### Sequential cells grouped by signal name, run 1

Other sequential cells in the stronger grey, the rest of the logic in the fainter grey.
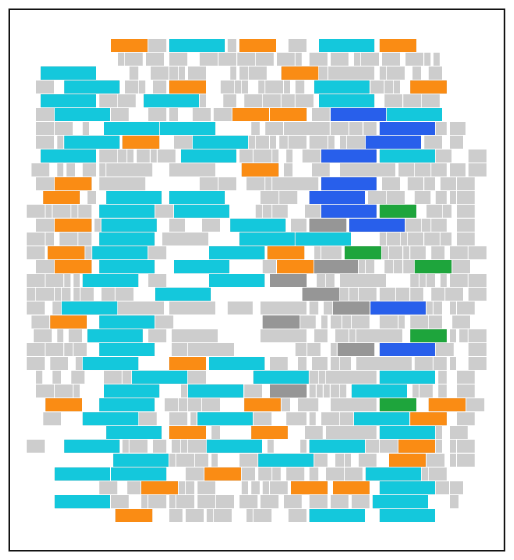
### A small window of the routed layout, run 1

Scale bar: 20 um. Region (0, 2) to (50, 52) um. Cells in grey, sequential cells in the stronger grey; small squares are vias.
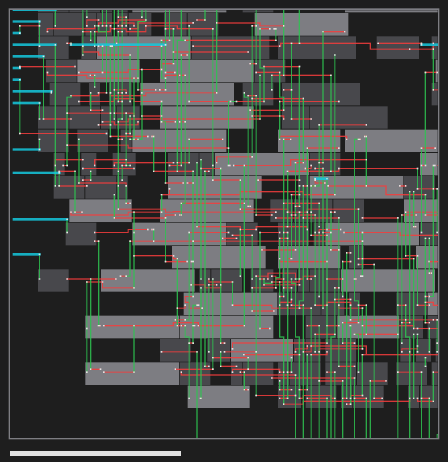
### Cell classes on the final placement, run 1

Fill, decap, tap and diode cells in grey.
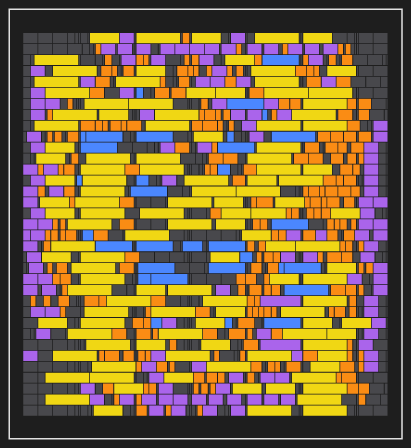
### Signal metal coverage by tile, run 1

Scale bar: 20 um. The die is cut into 19 by 21 equal tiles; black is low, pale yellow is high, scaled to the fullest tile. Values are wire area over tile area, all layers added.
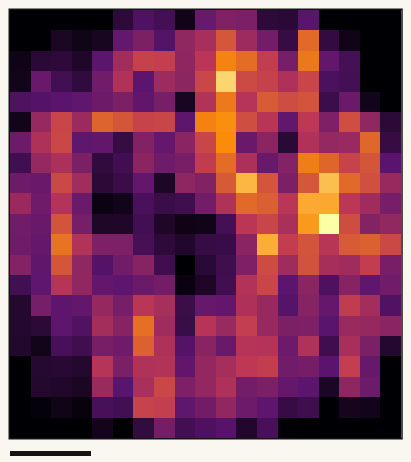
==> config.mk <==
export PLATFORM = sky130hd
export DESIGN_NAME = regfile_wb_arbiter
export DESIGN_NICKNAME = d
export VERILOG_FILES = /design/src/rtl/regfile_wb_arbiter.sv
export SDC_FILE = /design/constraint.sdc
export NUM_CORES = 1
export LEC_CHECK = 0
export CAP_MARGIN = 20
export CORE_ASPECT_RATIO = 1.1
export CORE_MARGIN = 3
export CORE_UTILIZATION = 52
export CTS_CLUSTER_SIZE = 30
export DETAILED_ROUTE_END_ITERATION = 8
export PLACE_DENSITY = 0.93
export SLEW_MARGIN = 30
export SYNTH_ARGS = -nofsm -noshare
export SYNTH_HDL_FRONTEND = slang
export SYNTH_SLANG_ARGS = --single-unit
==> constraint.sdc <==
create_clock -name clk -period 6.4 [get_ports clk]
set_input_delay 1.28 -clock clk [delete_from_list [all_inputs] [get_ports clk]]
set_output_delay 1.28 -clock clk [all_outputs]
set_load 0.01 [all_outputs]
==> src/rtl/regfile_wb_arbiter.sv <==
// Register-file write-port arbiter: ALU results win the single write port; LSU results queue in a small FIFO.
// Optional macro WB_BYPASS_EN lets an LSU result skip the empty FIFO straight to the write port.
module regfile_wb_arbiter #(
  parameter int XLEN     = 32,
  parameter int AW       = 5,
  parameter int LQ_DEPTH = 2,
  parameter int CW       = $clog2(LQ_DEPTH + 1)
) (
  input  logic            clk,
  input  logic            rst,
  input  logic            alu_valid,
  input  logic [AW-1:0]   alu_rd,
  input  logic [XLEN-1:0] alu_data,
  input  logic            lsu_valid,
  output logic            lsu_ready,
  input  logic [AW-1:0]   lsu_rd,
  input  logic [XLEN-1:0] lsu_data,
  output logic            RegWEn,
  output logic [AW-1:0]   rd_addr,
  output logic [XLEN-1:0] rd_data,
  input  logic [AW-1:0]   chk_addr,
  output logic            chk_hit,
  output logic [CW-1:0]   lq_count
);

  localparam int PW = $clog2(LQ_DEPTH);

  logic [AW-1:0]       r_q_rd   [LQ_DEPTH];
  logic [XLEN-1:0]     r_q_data [LQ_DEPTH];
  logic [LQ_DEPTH-1:0] r_q_vld;
  logic [PW-1:0]       r_wptr;
  logic [PW-1:0]       r_rptr;
  logic [CW-1:0]       r_count;
  logic                r_wen;
  logic [AW-1:0]       r_addr;
  logic [XLEN-1:0]     r_data;

  logic                w_alu_eff;
  logic                w_ready;
  logic                w_lsu_eff;
  logic                w_empty;
  logic                w_pop;
  logic                w_push;
  logic                w_bypass;
  logic                w_q_hit;
  logic [LQ_DEPTH-1:0] w_push_mask;
  logic [LQ_DEPTH-1:0] w_pop_mask;

  // Ready is a function of registered occupancy only, so nothing loops back from lsu_valid.
  assign w_ready   = !rst && (r_count != CW'(LQ_DEPTH));
  assign w_alu_eff = alu_valid && (alu_rd != {AW{1'b0}});
  assign w_lsu_eff = lsu_valid && w_ready && (lsu_rd != {AW{1'b0}});
  assign w_empty   = (r_count == {CW{1'b0}});
  assign w_pop     = !w_alu_eff && !w_empty;

`ifdef WB_BYPASS_EN
  assign w_bypass = w_lsu_eff && w_empty && !w_alu_eff;
`else
  assign w_bypass = 1'b0;
`endif

  assign w_push = w_lsu_eff && !w_bypass;

  // Per-entry valid masks; a push never targets the slot being popped (full blocks push, empty blocks pop).
  always_comb begin
    w_push_mask = {LQ_DEPTH{1'b0}};
    w_pop_mask  = {LQ_DEPTH{1'b0}};
    for (int i = 0; i < LQ_DEPTH; i++) begin
      w_push_mask[i] = w_push && (r_wptr == PW'(i));
      w_pop_mask[i]  = w_pop  && (r_rptr == PW'(i));
    end
  end

  // Hazard query over queued entries plus the write that lands at the next edge.
  always_comb begin
    w_q_hit = 1'b0;
    for (int i = 0; i < LQ_DEPTH; i++) begin
      w_q_hit = w_q_hit | (r_q_vld[i] && (r_q_rd[i] == chk_addr));
    end
    chk_hit = (chk_addr != {AW{1'b0}}) && (w_q_hit || (r_wen && (r_addr == chk_addr)));
  end

  // Queue storage: payload needs no reset because r_q_vld qualifies every entry.
  always_ff @(posedge clk) begin
    if (w_push) begin
      r_q_rd[r_wptr]   <= lsu_rd;
      r_q_data[r_wptr] <= lsu_data;
    end else begin
      r_q_rd[r_wptr]   <= r_q_rd[r_wptr];
      r_q_data[r_wptr] <= r_q_data[r_wptr];
    end
  end

  // Queue control: pointers, valid bits and occupancy.
  always_ff @(posedge clk) begin
    if (rst) begin
      r_wptr  <= {PW{1'b0}};
      r_rptr  <= {PW{1'b0}};
      r_q_vld <= {LQ_DEPTH{1'b0}};
      r_count <= {CW{1'b0}};
    end else begin
      r_wptr  <= w_push ? r_wptr + PW'(1) : r_wptr;
      r_rptr  <= w_pop  ? r_rptr + PW'(1) : r_rptr;
      r_q_vld <= (r_q_vld & ~w_pop_mask) | w_push_mask;
      case ({w_push, w_pop})
        2'b10:   r_count <= r_count + CW'(1);
        2'b01:   r_count <= r_count - CW'(1);
        default: r_count <= r_count;
      endcase
    end
  end

  // Write-port register: ALU, then queue head, then bypassed LSU; address/data hold when idle.
  always_ff @(posedge clk) begin
    if (rst) begin
      r_wen  <= 1'b0;
      r_addr <= {AW{1'b0}};
      r_data <= {XLEN{1'b0}};
    end else if (w_alu_eff) begin
      r_wen  <= 1'b1;
      r_addr <= alu_rd;
      r_data <= alu_data;
    end else if (w_pop) begin
      r_wen  <= 1'b1;
      r_addr <= r_q_rd[r_rptr];
      r_data <= r_q_data[r_rptr];
    end else if (w_bypass) begin
      r_wen  <= 1'b1;
      r_addr <= lsu_rd;
      r_data <= lsu_data;
    end else begin
      r_wen  <= 1'b0;
      r_addr <= r_addr;
      r_data <= r_data;
    end
  end

  assign lsu_ready = w_ready;
  assign RegWEn    = r_wen;
  assign rd_addr   = r_addr;
  assign rd_data   = r_data;
  assign lq_count  = r_count;

endmodule

==> tab_implementation.tex, run 1 <==
% Yosys + OpenROAD metrics
\begin{tabular}{lr}
\hline
Metric & Value \\
\hline
\multicolumn{2}{l}{\textbf{CTS}} \\
\quad Worst-Skew Late Latency & 0.50 ns \\
\quad PostCTS Resize Cnt & 0 \\
\quad Number of setup buffers added after CTS & 0 \\
\quad CTS sink count & 119 \\
\quad CTS Hold Buffers Added & 0 \\
\quad Clock transition at the registers of the reported paths & 0.05 ns \\
\quad Maximum level of the CTS H-tree & 4 \\
\multicolumn{2}{l}{\textbf{Global routing}} \\
\quad Met3 capacity usage during global routing & 4.20\% \\
\quad Wire length of the first global-routing pass & 18400 um \\
\quad Pin count of the biggest net entering global routing & 75 \\
\quad Overall global routing resource usage & 22.6\% \\
\quad Number of antenna violations at the first check in global routing & 0 \\
\quad Number of global-route vias before repair & 3729 \\
\multicolumn{2}{l}{\textbf{Floorplan}} \\
\quad Number of ports placed on the die boundary & 125 \\
\quad Die Y-Extent & 106 um \\
\quad Die width & 97.1 um \\
\quad Fp util & 55.1\% \\
\multicolumn{2}{l}{\textbf{Setup path}} \\
\quad Highest fanout seen on the critical path & 4 \\
\quad Critical R2R Capture & rd\_data[1] \\
\quad Worst reg2reg path startpoint & lq\_count[0] \\
\quad Category of the critical setup timing path & primary input to output pin \\
\quad Kind of launch point of the worst setup path & primary input \\
\quad Number of cells on the worst reg-to-reg path & 6 \\
\multicolumn{2}{l}{\textbf{Job}} \\
\quad Count of tool warnings & 26 \\
\quad Max-cap violations & 0 \\
\multicolumn{2}{l}{\textbf{Hold path}} \\
\quad Worst hold stages & 1 \\
\quad HP Class & register to register \\
\quad Hold Path Sink & r\_q\_vld[1] \\
\multicolumn{2}{l}{\textbf{Yosys}} \\
\quad Dominant flop cell & edfxtp\_1 \\
\quad Number of cells in the yosys synthesis report & 387 \\
\quad Post-Synthesis Cells & 387 \\
\quad Post-synthesis sequential element count & 119 \\
\quad List of most frequent post-synthesis cells & nor2\_1, edfxtp\_1, dfxtp\_1, a21oi\_1 \\
\quad Summed instance area of the synthesized netlist & 0.00475 mm\^{}2 \\
\quad Most repeated cell in the gate-level netlist after synthesis & nor2\_1 \\
\quad Unique cell type count in the Yosys netlist & 29 \\
\quad Number of flops mapped to enable cells by yosys & 74 \\
\quad Sequential share of the synthesized area & 65.7\% \\
\quad Cell types with the largest area share after synthesis & edfxtp\_1, dfxtp\_1, mux2i\_1 \\
\quad Asr flop ratio synth & 0\% \\
\multicolumn{2}{l}{\textbf{Cells and area}} \\
\quad Fraction of layout instances using a drive strength above 1 & 7.66\% \\
\quad Number of fill cells in the layout & 524 \\
\quad Highest-count cells in the layout ignoring fill and taps & clkdlybuf4s50\_1, nor2\_1, edfxtp\_1 \\
\quad Layout multi-input combinational cell count & 241 \\
\quad Buffers, non-clock & 128 \\
\quad Non-clock buffer share of cell area & 19.7\% \\
\quad Final non-filler cell total & 633 \\
\quad Most used logic cell in the final layout & clkdlybuf4s50\_1 \\
\quad Sequential portion of the cell area & 47.1\% \\
\quad Ant diodes & 0 \\
\quad Sequential cell count of the final layout & 119 \\
\quad Final nets & 592 \\
\quad Combinational fraction of the cell area & 22.6\% \\
\quad Cell type taking the most area & flip-flops and latches \\
\quad Count of inverters not on the clock network in the layout & 2 \\
\quad Gate Area & 0.00150 mm\^{}2 \\
\multicolumn{2}{l}{\textbf{Pwr}} \\
\quad Leakage dissipation & 0.00228 uW \\
\quad Fraction of power consumed by sequential logic & 44.1\% \\
\quad Switch Pwr & 472 uW \\
\quad Fraction of power consumed by the clock network & 43.4\% \\
\quad Combinational Power Share & 12.5\% \\
\quad Peak supply drop & 0.277 mV \\
\quad Overall power of the completed layout & 2020 uW \\
\multicolumn{2}{l}{\textbf{Placement}} \\
\quad Placed cell count & 601 \\
\quad Worst setup slack before clock tree synthesis & 1.76 ns \\
\quad Count of input and output buffers & 124 \\
\multicolumn{2}{l}{\textbf{Final timing}} \\
\quad Final critical-path share of the clock period & 72.5\% \\
\quad Final setup skew & 0.0136 ns \\
\quad Fin Hold WS & 0.540 ns \\
\quad Final setup violation count & 0 \\
\quad Relative max-transition margin & 40.0\% \\
\quad Setup repair after global routing missed its margin & no \\
\quad Pin slew with the least headroom to its limit & 0.901 ns \\
\quad Crit path time final & 4.64 ns \\
\quad Final total negative setup slack & 0 ns \\
\quad Crit path setup slack, layout & 1.76 ns \\
\quad Peak Freq & 0.215 GHz \\
\multicolumn{2}{l}{\textbf{Drt}} \\
\quad Overall via count from detail\_route & 3526 \\
\quad Wire length per cell after detailed routing & 18.3 um \\
\quad Routed met2 length & 6520 um \\
\quad Drt initial violations & 172 \\
\quad Drt pass-1 iters & 4 \\
\quad Via density per instance & 5.57 \\
\quad Antenna violation net count after detailed routing & 0 \\
\multicolumn{2}{l}{\textbf{Status}} \\
\quad Result of the run & finished, final reports clean \\
\hline
\end{tabular}
## Picture notes: 'Sequential cells grouped by signal name'
Key: `rd_addr` = green [placed flops 5, where east]; `rd_data` = orange [placed flops 32, where widely spread]; `r_q_rd` = blue [placed flops 10]; `r_q_data` = cyan [placed flops 64, where widely spread]

## Picture notes: 'A small window of the routed layout'
Key: met3 = cyan; met2 = green; met1 = red
113 logic cells have their middle in the window. Netlist names of flops here include `r_q_data` (20), `rd_data` (8). Sequential cells in the window: 28. Most frequent: clkdlybuf4s50_1 (28), edfxtp_1 (20), nor2_1 (18).

## Picture notes: 'Cell classes on the final placement'
Key: all other logic = orange [cells 243]; flip-flops = yellow [cells 119]; clock drivers and dummy loads = blue [cells 32]; other buffers and delay cells = purple [cells 128]
Final Cell Area: 0.00663 mm^2
number of cell rows: 35
Core Area: 0.00863 mm^2

## Picture notes: 'Signal metal coverage by tile'
The emptiest ninth of the die: south-west. The densest ninth of the die: east. The fullest tile reaches 0.56.

## run 1: logic make-up (layout without fill, tap and decap cells)
logic type	Yosys count	count (layout)	synth area share, %
multiplexers	37	37	7.79
flip-flops	119	119	65.7
AND/OR/NAND/NOR	96	96	8.45
XOR/XNOR	16	16	2.95
buffers and inverters	27	162	3.08
AND-OR/OR-AND	92	92	12.0
## run 1: through the flow
| step | util, % | area, um^2 |
|---|---|---|
| 2_1_floorplan | - | 4750 |
| 3_3_place_gp | 69.8 | 6020 |
| 5_1_grt | 76.9 | 6630 |
| 3_5_place_dp | 70.5 | 6080 |
| 6_report | 76.9 | 6630 |
| 4_1_cts | 76.9 | 6630 |
## run 1: critical path: stages
cell	delay, ns
clkdlybuf4s50_1	0.52
xor2_1	0.21
nor4_1	0.39
and3_1	0.23
a31oi_1	0.04
a21oi_1	0.15
clkdlybuf4s50_1	0.55
## run 1: sequential cells by signal, indices dropped and copies added (netlist names), named ones only
register and count:
r_q_rd 10, r_wptr 1, r_rptr 1, rd_addr 5
r_q_data 64, rd_data 32, r_q_vld 2, RegWEn 1
lq_count 2
## run 1: power by group through the flow
stage          logic, uW  registers [uW]  clock network [uW]
2_1_floorplan        122             901                   0
3_3_place_gp         235             902                   0
4_1_cts              254             890                 888
3_5_place_dp         250             904                   0
5_1_grt              274             894                 919
6_report             252             890                 875
## run 1: worst max-delay path by stage
stage | endpoint | from | slack (ns)
CTS | chk_hit | chk_addr[2] | 1.75
global placement | chk_hit | chk_addr[2] | 2.02
floorplan | r_q_data[1][0] | rst | 2.55
detailed placement | chk_hit | chk_addr[2] | 1.76
global route | chk_hit | chk_addr[2] | 1.72
finish | chk_hit | chk_addr[2] | 1.76
## Run 2: what changed since run 1
- CORE_UTILIZATION: 52 -> 48
- PLACE_DENSITY: 0.93 -> 0.87
- clock period: 6.4 -> 4.3 ns (I/O delays scaled with it)
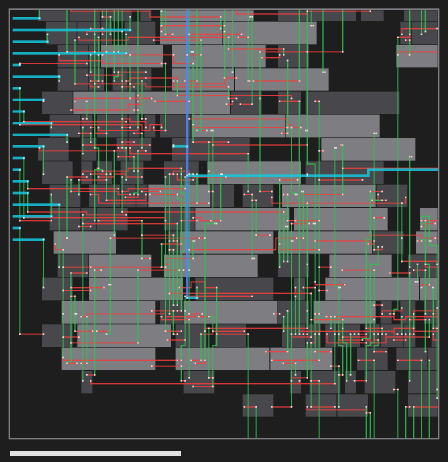
*A small window of the routed layout, run 2*
Scale bar: 20 um. Region (0, 3) to (50, 53) um. Cells in grey, sequential cells in the stronger grey; small squares are vias.
Key: met3 = cyan; met1 = red; met2 = green; met4 = blue
Sequential cells in the window: 32. Most frequent: clkdlybuf4s50_1 (28), edfxtp_1 (21), nor2_1 (19). 115 logic cells have their middle in the window. Netlist names of flops here include `r_q_data` (21), `rd_data` (10).

==> run 2 against run 1 <==
Net effect: core utilization fell by 7.1 points; power rose by 49%; die size rose by 7.8%; via count fell by 2.4%; first-iteration DRC count fell by 7.6%; sequential share of layout area rose by 0.062 points; non-clock buffer count rose by 1.
==> tab_implementation.tex, run 2 <==
% Yosys + OpenROAD metrics
\begin{tabular}{lr}
\hline
Metric & Value \\
\hline
\multicolumn{2}{l}{\textbf{Global routing}} \\
\quad Number of antenna violations at the first check in global routing & 0 (unchanged) \\
\quad Overall global routing resource usage & 19.9\% (-2.7 points) \\
\quad Number of global-route vias before repair & 3591 (-3.7\%) \\
\multicolumn{2}{l}{\textbf{Yosys}} \\
\quad Most repeated cell in the gate-level netlist after synthesis & nor2\_1 \\
\quad Post-synthesis sequential element count & 119 (unchanged) \\
\quad Number of cells in the yosys synthesis report & 387 (unchanged) \\
\quad Number of flops mapped to enable cells by yosys & 74 (unchanged) \\
\quad Asr flop ratio synth & 0\% (unchanged) \\
\quad Post-Synthesis Cells & 387 (unchanged) \\
\quad Unique cell type count in the Yosys netlist & 29 (unchanged) \\
\quad Summed instance area of the synthesized netlist & 0.00475 mm\^{}2 (unchanged) \\
\quad List of most frequent post-synthesis cells & nor2\_1, edfxtp\_1, dfxtp\_1, a21oi\_1 \\
\quad Sequential share of the synthesized area & 65.7\% (unchanged) \\
\multicolumn{2}{l}{\textbf{Setup path}} \\
\quad Required time of the worst setup path & 3.44 ns \\
\quad Cell with the largest stage delay on the worst path & clkdlybuf4s50\_1 \\
\quad Category of the critical setup timing path & primary input to output pin \\
\quad Ordered list of cells on the worst path & clkdlybuf4s50\_1 > xor2\_1 > nor4\_1 > and3\_1 > a31oi\_1 > a21oi\_1 > clkdlybuf4s50\_1 \\
\quad Crit path top cell by count & clkdlybuf4s50\_1 \\
\quad Highest fanout seen on the critical path & 4 (unchanged) \\
\quad Kind of launch point of the worst setup path & primary input \\
\quad Buf/Inv on CP & 2 (unchanged) \\
\quad Top Family by Delay on Critical Path & buffers and inverters \\
\multicolumn{2}{l}{\textbf{Floorplan}} \\
\quad Core Area & 0.00949 mm\^{}2 (+10\%) \\
\quad Number of ports placed on the die boundary & 125 (unchanged) \\
\quad Die Y-Extent & 110 um (+3.9\%) \\
\quad Fp util & 50.1\% (-5.0 points) \\
\quad Die width & 101 um (+3.8\%) \\
\multicolumn{2}{l}{\textbf{CTS}} \\
\quad PostCTS Resize Cnt & 0 (unchanged) \\
\quad Number of setup buffers added after CTS & 0 (unchanged) \\
\quad Worst-Skew Late Latency & 0.50 ns (about the same) \\
\quad Clock transition at the registers of the reported paths & 0.06 ns (about the same) \\
\quad CTS sink count & 119 (unchanged) \\
\quad CTS Hold Buffers Added & 0 (unchanged) \\
\quad Maximum level of the CTS H-tree & 4 (unchanged) \\
\multicolumn{2}{l}{\textbf{Cells and area}} \\
\quad Fraction of the core area covered by cells at the end of the flow & 69.8\% (-7.1 points) \\
\quad Max reg flops & 64 (unchanged) \\
\quad Final nets & 593 (+0.17\%) \\
\quad Highest-count cells in the layout ignoring fill and taps & clkdlybuf4s50\_1, nor2\_1, edfxtp\_1 \\
\quad Ant diodes & 0 (unchanged) \\
\quad Top reg by flops & r\_q\_data \\
\quad Most used logic cell in the final layout & clkdlybuf4s50\_1 \\
\quad Number of fill cells in the layout & 692 (+32\%) \\
\quad Fraction of layout instances using a drive strength above 1 & 8.41\% (+0.75 points) \\
\quad Final Cell Area & 0.00662 mm\^{}2 (-0.13\%) \\
\quad Final non-filler cell total & 640 (+1.1\%) \\
\quad Layout overhead on the synthesized area & 39.4\% \\
\multicolumn{2}{l}{\textbf{Drt}} \\
\quad Drt pass-1 iters & 4 (unchanged) \\
\quad Wire length per cell after detailed routing & 16.8 um (-8.2\%) \\
\quad Antenna violation net count after detailed routing & 0 (unchanged) \\
\quad Via density per instance & 5.38 (-3.5\%) \\
\quad Drt initial violations & 159 (-7.6\%) \\
\multicolumn{2}{l}{\textbf{Pwr}} \\
\quad Peak supply drop & 0.281 mV (+1.5\%) \\
\quad Leakage dissipation & 0.00229 uW (+0.21\%) \\
\multicolumn{2}{l}{\textbf{Final timing}} \\
\quad Setup repair after global routing missed its margin & no \\
\quad Relative max-transition margin & 43.0\% (+3.0 points) \\
\quad Final total negative setup slack & 0 ns (unchanged) \\
\quad Final setup violation count & 0 (unchanged) \\
\quad Pin slew with the least headroom to its limit & 0.855 ns (-0.0457 ns) \\
\quad Fin Hold WS & 0.501 ns (-0.0397 ns) \\
\quad Final critical-path share of the clock period & 86.4\% \\
\quad Crit path time final & 3.71 ns \\
\multicolumn{2}{l}{\textbf{Job}} \\
\quad Max-cap violations & 0 (unchanged) \\
\quad Count of tool warnings & 26 (unchanged) \\
\multicolumn{2}{l}{\textbf{Status}} \\
\quad Result of the run & finished, final reports clean \\
\multicolumn{2}{l}{\textbf{Placement}} \\
\quad Cell area reported after detailed placement & 0.00605 mm\^{}2 (-0.41\%) \\
\quad Placed cell count & 608 (+1.2\%) \\
\quad Count of input and output buffers & 124 (unchanged) \\
\hline
\end{tabular}
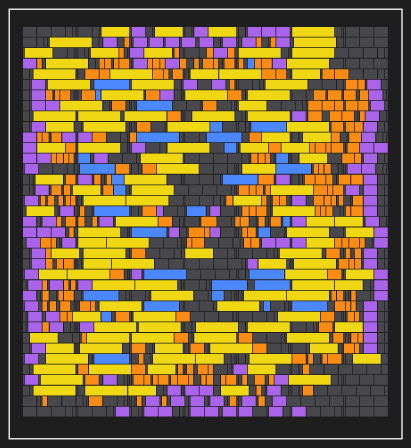
*Cell classes on the final placement, run 2*
Fill, decap, tap and diode cells in grey.
Key: flip-flops = yellow [cells 119]; clock drivers and dummy loads = blue [cells 32]; other buffers and delay cells = purple [cells 129]; all other logic = orange [cells 243]

## run 2: cell counts after synthesis
No cell type changed its count.
## run 2: worst reg2reg max path, cell delays in order (launching register included)
cell and delay [ns]:
dfxtp_1 0.47, or2_2 0.52, buf_4 0.51, nor2_1 0.10, a211oi_1 0.28, a21oi_1 0.10
nor2_1 0.12
## run 2: cell families after synthesis
group / synth area share [%]
AOI/OAI and AO/OA: 12.0
xor gates and xnor gates: 2.95
buffers and inverters: 3.08
DFF: 65.7
muxes: 7.79
and+or+nand+nor: 8.45
## run 2: worst paths after layout
check | startpoint | endpoint | cells past startpoint
max | chk_addr[4] | chk_hit | 7
max reg2reg | lq_count[0] | rd_data[3] | 6
min | r_q_vld[0] | r_q_vld[0] | 1
min reg2reg | r_q_vld[0] | r_q_vld[0] | 1
## run 2: through the flow
step | total power (uW) | setup slack, ns
6_report | 3010 | 0.586
5_1_grt | 3140 | 0.531
4_1_cts | 3040 | 0.614
3_5_place_dp | 1710 | 0.618
3_3_place_gp | 1700 | 0.749
2_1_floorplan | 1520 | 0.869
## run 2: final cells by class
type                    count  area [um^2]  share of cell area, %
repair buffers            129         1270                   19.2
inverters                   2         7.51                  0.113
well taps                 117          146                   2.21
flip-flops and latches    119         3130                   47.2
multi-input cells         241         1500                   22.6
clock inverters            15          156                   2.36
clock buffers              17          414                   6.25
## run 2: report_power, final
group          internal, uW  switching (uW)
Sequential             1280            44.6
Clock                   825             497
Combinational           195             169
## run 2: per-layer routing
layer	part of all wire [%]	wire length [um]	track usage (%)	vias up
met5	0	0	0	-
met4	1.2	126	7.51	0
met3	6.0	643	5.35	13
met2	51	5490	34.7	110
met1	42	4510	23.6	1651
li1	-	-	-	1667
Power is estimated from default activity; no workload was simulated.
